`src/rtl/fir_pkg.sv`:
```
// Shared constants and helpers for the transposed-form FIR filter.
package fir_pkg;

    localparam int DEFAULT_DW    = 8;
    localparam int DEFAULT_CW    = 8;
    localparam int DEFAULT_NTAPS = 8;

    // Ceiling log2 for elaboration-time sizing; returns 0 for v <= 1.
    function automatic int clog2(input int v);
        int r;
        int t;
        r = 0;
        t = v - 1;
        while (t > 0) begin
            r = r + 1;
            t = t >> 1;
        end
        return r;
    endfunction

endpackage

```
`src/rtl/fir_tap.sv`:
```
// One transposed-FIR tap: coefficient register, multiply, add, partial-sum register.
module fir_tap
    import fir_pkg::*;
#(
    parameter int DW = DEFAULT_DW,
    parameter int CW = DEFAULT_CW,
    parameter int OW = DEFAULT_DW + DEFAULT_CW + 3
) (
    input  logic          clk,
    input  logic          rst_n,
    input  logic          en,
    input  logic          clear,
    input  logic          we,
    input  logic [CW-1:0] coef_in,
    input  logic [DW-1:0] x,
    input  logic [OW-1:0] sum_in,
    output logic [OW-1:0] sum_out
);

    logic [CW-1:0]    coef;
    logic [DW+CW-1:0] prod;
    logic [OW-1:0]    prod_ext;

    // Sign-extending both operands to the product width makes the low
    // DW+CW bits of an unsigned multiply equal the signed product.
    assign prod     = {{DW{coef[CW-1]}}, coef} * {{CW{x[DW-1]}}, x};
    assign prod_ext = {{(OW-DW-CW){prod[DW+CW-1]}}, prod};

    always_ff @(posedge clk) begin
        if (!rst_n) begin
            coef <= '0;
        end else if (we) begin
            coef <= coef_in;
        end
    end

    always_ff @(posedge clk) begin
        if (!rst_n) begin
            sum_out <= '0;
        end else if (clear) begin
            sum_out <= '0;
        end else if (en) begin
            sum_out <= prod_ext + sum_in;
        end
    end

endmodule

```
`src/rtl/fir_transposed.sv`:
```
// Transposed-form FIR filter with run-time writable coefficients and a sample strobe.
module fir_transposed
    import fir_pkg::*;
#(
    parameter int DW    = DEFAULT_DW,
    parameter int CW    = DEFAULT_CW,
    parameter int NTAPS = DEFAULT_NTAPS,
    parameter int OW    = DW + CW + clog2(NTAPS)
) (
    input  logic                      clk,
    input  logic                      rst_n,
    input  logic                      in_valid,
    input  logic [DW-1:0]             in_data,
    input  logic                      clear,
    input  logic                      coef_we,
    input  logic [clog2(NTAPS)-1:0]   coef_addr,
    input  logic [CW-1:0]             coef_data,
    output logic                      out_valid,
    output logic [OW-1:0]             out_data
);

    // sums[0] is the output register; sums[k] for k >= 1 is partial sum z[k-1].
    logic [OW-1:0] sums [NTAPS];
    logic          advance;

    assign advance  = in_valid & ~clear;
    assign out_data = sums[0];

    for (genvar k = 0; k < NTAPS; k++) begin : g_tap
        logic tap_we;
        assign tap_we = coef_we && (int'(coef_addr) == k);

        if (k == NTAPS - 1) begin : g_last
            fir_tap #(.DW(DW), .CW(CW), .OW(OW)) u_tap (
                .clk     (clk),
                .rst_n   (rst_n),
                .en      (in_valid),
                .clear   (clear),
                .we      (tap_we),
                .coef_in (coef_data),
                .x       (in_data),
                .sum_in  ({OW{1'b0}}),
                .sum_out (sums[k])
            );
        end else begin : g_mid
            fir_tap #(.DW(DW), .CW(CW), .OW(OW)) u_tap (
                .clk     (clk),
                .rst_n   (rst_n),
                .en      (in_valid),
                .clear   (clear),
                .we      (tap_we),
                .coef_in (coef_data),
                .x       (in_data),
                .sum_in  (sums[k+1]),
                .sum_out (sums[k])
            );
        end
    end

    always_ff @(posedge clk) begin
        if (!rst_n) begin
            out_valid <= 1'b0;
        end else begin
            out_valid <= advance;
        end
    end

endmodule

```
`config.mk`:
```
export PLATFORM = sky130hd
export DESIGN_NAME = fir_transposed
export DESIGN_NICKNAME = d
export VERILOG_FILES = /design/src/rtl/fir_pkg.sv /design/src/rtl/fir_tap.sv /design/src/rtl/fir_transposed.sv
export SDC_FILE = /design/constraint.sdc
export NUM_CORES = 2
export LEC_CHECK = 0
export CAP_MARGIN = 20
export CORE_UTILIZATION = 40
export DETAILED_ROUTE_END_ITERATION = 8
export PLACE_DENSITY = 0.54
export REMOVE_ABC_BUFFERS = 1
export SETUP_SLACK_MARGIN = 0.1
export SLEW_MARGIN = 40
export SYNTH_ARGS = -nofsm -noshare
export SYNTH_HDL_FRONTEND = slang
export SYNTH_SLANG_ARGS = --single-unit
```
`constraint.sdc`:
```
create_clock -name clk -period 11 [get_ports clk]
set_clock_uncertainty 0.1 [all_clocks]
set_input_delay 1.65 -clock clk [delete_from_list [all_inputs] [get_ports clk]]
set_output_delay 1.65 -clock clk [all_outputs]
set_load 0.01 [all_outputs]
```
m1.png
Scale bar: 100 um. Supply wires on this layer in grey. Cells faint in the background.
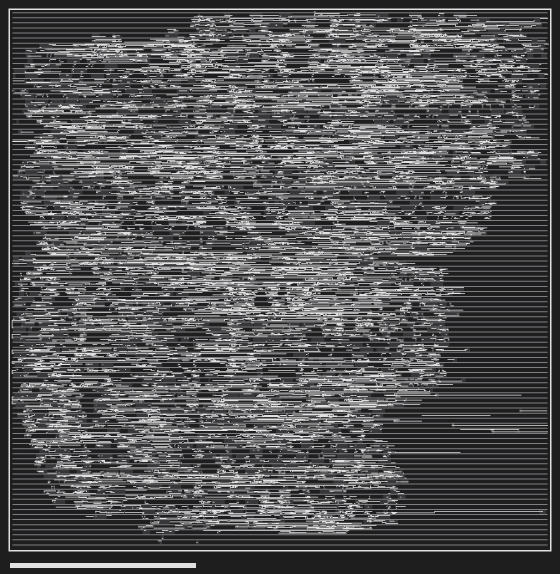
The wires run mostly horizontal. The layer carries 40.5 mm of wire. The layer holds 48% of the routed length. 4351 nets have wire on it. The longest straight run is 78.2 um.

sizing.png
Scale bar: 100 um.
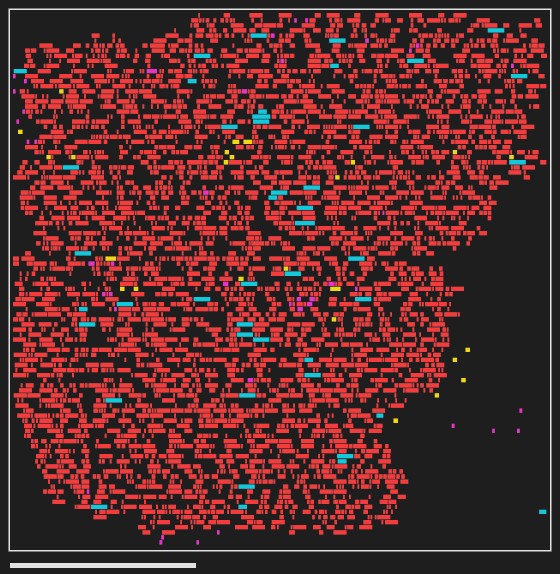
Key: magenta = x2 [cells 42, share 1.1%, most used buf_2]; red = x1 and smaller [cells 3709, share 97%, most used inv_1]; yellow = x3 and x4 [cells 25, share 0.65%, most used buf_4]; cyan = x6 and larger [cells 44, share 1.2%, most used clkbuf_16]
Design Area, Final: 35500 um2
setup ws final: 3170 ps

m2.png
Scale bar: 100 um. Cells faint in the background.
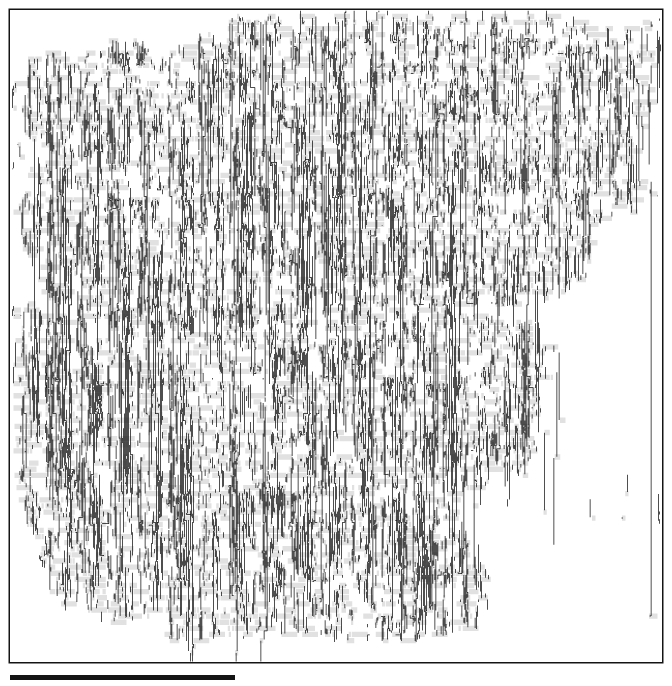
3731 nets have wire on it. The layer holds 46% of the routed length. The layer carries 38.6 mm of wire. The longest straight run is 193 um.
GR Util met2: 0.347
final wirelength: 84.1 mm
via count: 24700

==> results.cfg <==
; generated from flow reports
[status]
status = complete, no violations

[cts]
clkSinkCount = 212
clk_pin_slew_ps = 60
h-tree-depth = 1
holdBufCountCts = 0
numCtsBuffers = 30
cts_root_buffer = clkbuf_16
clock.latency.late_pin_ps = 590
post-cts-setup-buffers = 0
tritoncts = yes

[placement]
gp_congestion = 0.831
dp_cells = 4835
portBuffers = 43
place_area_um2 = 34500
hpwlAfterDp_mm = 65.1
pre_cts_ws_ps = 2500

[setup_path]
cp.required_ps = 11370
critPathMaxStageDelay_ps = 660
worstSetupStartpoint = in_data[2]
end_kind = flop
slowest_stage = o41ai_1
worstPathArrival_ps = 8200
regToRegEndpoint = g_tap[4].g_mid.u_tap.sum_out[17]
critPathKind = in2reg
cp_cell_sequence = buf_2 > buf_4 > nand2_1 > fa_1 > inv_1 > fa_1 > inv_1 > fa_1 > fa_1 > inv_1 > ha_1 > o21ai_0 > nor2_1 > o41ai_1 > o21ai_0 > o41ai_1 > xnor2_1 > ha_1 > a21o_1 > a221oi_1 > nand3_1 > a31o_2
cp_common_cell = fa_1
cp_top_family = adder cells
start_kind = primary input
worst-path-max-fanout = 37
crit_cells = 22
critPathCapture = g_tap[4].g_mid.u_tap.sum_out[17]
r2r-start = g_tap[4].g_mid.u_tap.coef[5]
reg2regPathDepth = 21

[floorplan]
fp_util = 0.404
die-width_um = 290
pin_count = 44
num_rows = 105
die-area_um2 = 84000
design.core.area_um2 = 82000
die_h_um = 290

[routing]
drtPass1Iterations = 6
wl_per_cell_um = 17.2
viasPerCell = 5.04
ant_nets = 0
drtIter0Drc = 1238
route.met3.wl_mm = 3.21
wl_met1_mm = 40.5
drc = 0
route.top_layer_used = met4
wl_met2_mm = 38.6

[global_routing]
grt_antenna_before_repair = 2
grt_pass1_wl_mm = 138
grt_util_met3 = 0.0238
globalRouteOverflowTotal = 0
grt_max_degree = 67
busiest_layer = met2
grt_pass1_vias = 25200

[logic_synthesis]
synth_cells = 3829
area_leaders = fa_1 (28%), ha_1 (13%), dfxtp_1 (13%), inv_1 (8.0%), and2_1 (6.2%)
flop_cell = dfxtp_1
simple_gate_area_frac = 0.173
synthAoiAreaFrac = 0.108
synthXorXnorAreaFrac = 0.0532
ys_seq_frac = 0.128
avgSynthCellArea_um2 = 8.65
ys_chip_area_um2 = 33100
syn_area_um2 = 33100
netlist.area_leader.share = 0.282
edf_count = 0
top_cells_by_count = inv_1 (704), fa_1 (467), ha_1 (355), and2_1 (327), nand2_1 (323)
yosysMostFrequentCell = inv_1
ys_sh_adder = 0.416
logic_family = adder cells
synth_cell_types = 73
ys_ff = 212
ys_cells = 3829
largest_area_cell = fa_1
muxShareOfSynthArea = 0.0269
synth_warnings = 0
synthArstFlopShare = 0

[final_timing]
rsz0062_at_grt = no
tns_ps = 0
max_freq_ghz = 0.128
maxSlewHeadroom = 0.453
worst_slew_pin_slew_ps = 820
min_period_ps = 7830
hold_violations = 0
slew_viol_final = 0
finalClockPeriodUsage = 0.712
setup_viol = 0
hold_ws_ps = 361

[finish]
lay_top_cells = inv_1 (703), fa_1 (467), ha_1 (355), and2_1 (327), nand2_1 (323)
nets = 4643
area_growth_pct = 7.26
drive_gt1_frac = 0.0291
finalNonFillerCells = 4891
nFillCells = 8300
layout_top_cell = inv_1

[job]
maxCapViolCount = 0
tool_warnings = 32

[pwr]
p_switching_uw = 1190
power_frac_seq = 0.272
p_comb_frac = 0.411
power.switching_fraction = 0.383
pwr-share-clk = 0.317
top_power_group = combinational logic
finalPower_uw = 3110
p_clk_uw = 986
internal_power_uw = 1920
leakagePower_uw = 0.0175
p_seq_uw = 847
peakVddDrop_v = 0.000137
cellPowerDensity_nw_per_um2 = 87.6
powerComb_uw = 1280

[worst_hold_path]
worstHoldPathType = reg2reg
min_to = g_tap[0].g_mid.u_tap.sum_out[11]
hold_depth = 2
min-delay-start = g_tap[0].g_mid.u_tap.sum_out[11]
congestion_map.png
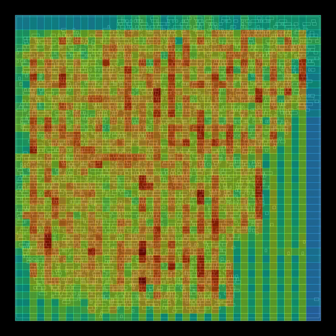
gr usage total: 0.210
utilization after layout: 0.433
met1 GRT Util: 0.295

closeup.png
Scale bar: 10 um. Window x 125 to 165, y 67 to 107 um. Cells in grey, sequential cells in the stronger grey; small squares are vias.
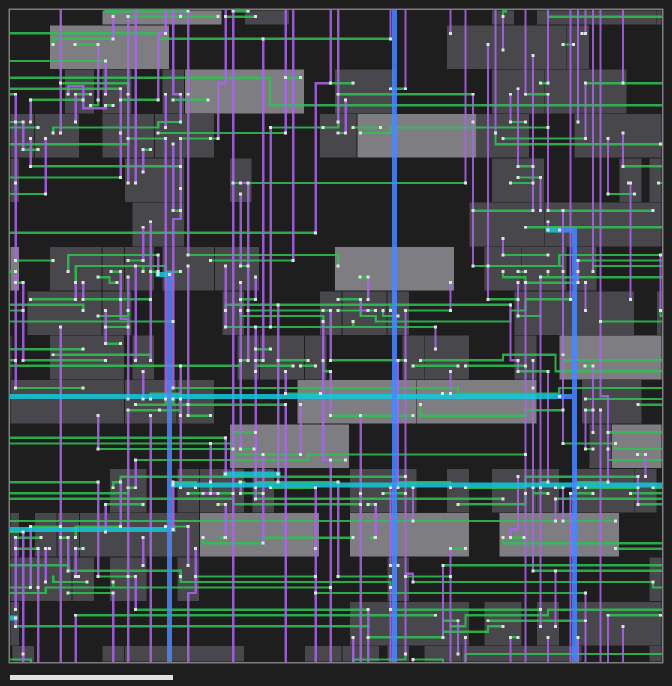
Key: blue = M4; cyan = M3; green = M1; purple = M2
Sequential cells in the window: 11. Most frequent: nand2_1 (15), dfxtp_1 (11). Netlist names of flops here include g_tap.g_mid.u_tap.coef (8), g_tap.g_mid.u_tap.sum_out (3). 85 logic cells have their middle in the window.

## state kept, by name (all words and copies together), names as in the netlist
register,cells
g_tap.g_mid.u_tap.sum_out,131
g_tap.g_mid.u_tap.coef,56
g_tap.g_last.u_tap.sum_out,16
g_tap.g_last.u_tap.coef,8
out_valid,1
## area by class of cell
cell class / instances / area (um2) / share of cell area
repair buffers: 64 / 541 / 0.0152
flip-flops and latches: 212 / 4240 / 0.119
inverters: 705 / 2650 / 0.0745
multi-input cells: 2784 / 25800 / 0.725
clock buffers: 46 / 912 / 0.0257
well taps: 1070 / 1340 / 0.0377
diodes: 1 / 2.50 / 0.0000704
clock inverters: 9 / 78.8 / 0.00222
No activity file was given, so power comes from the tool's default toggle rates.
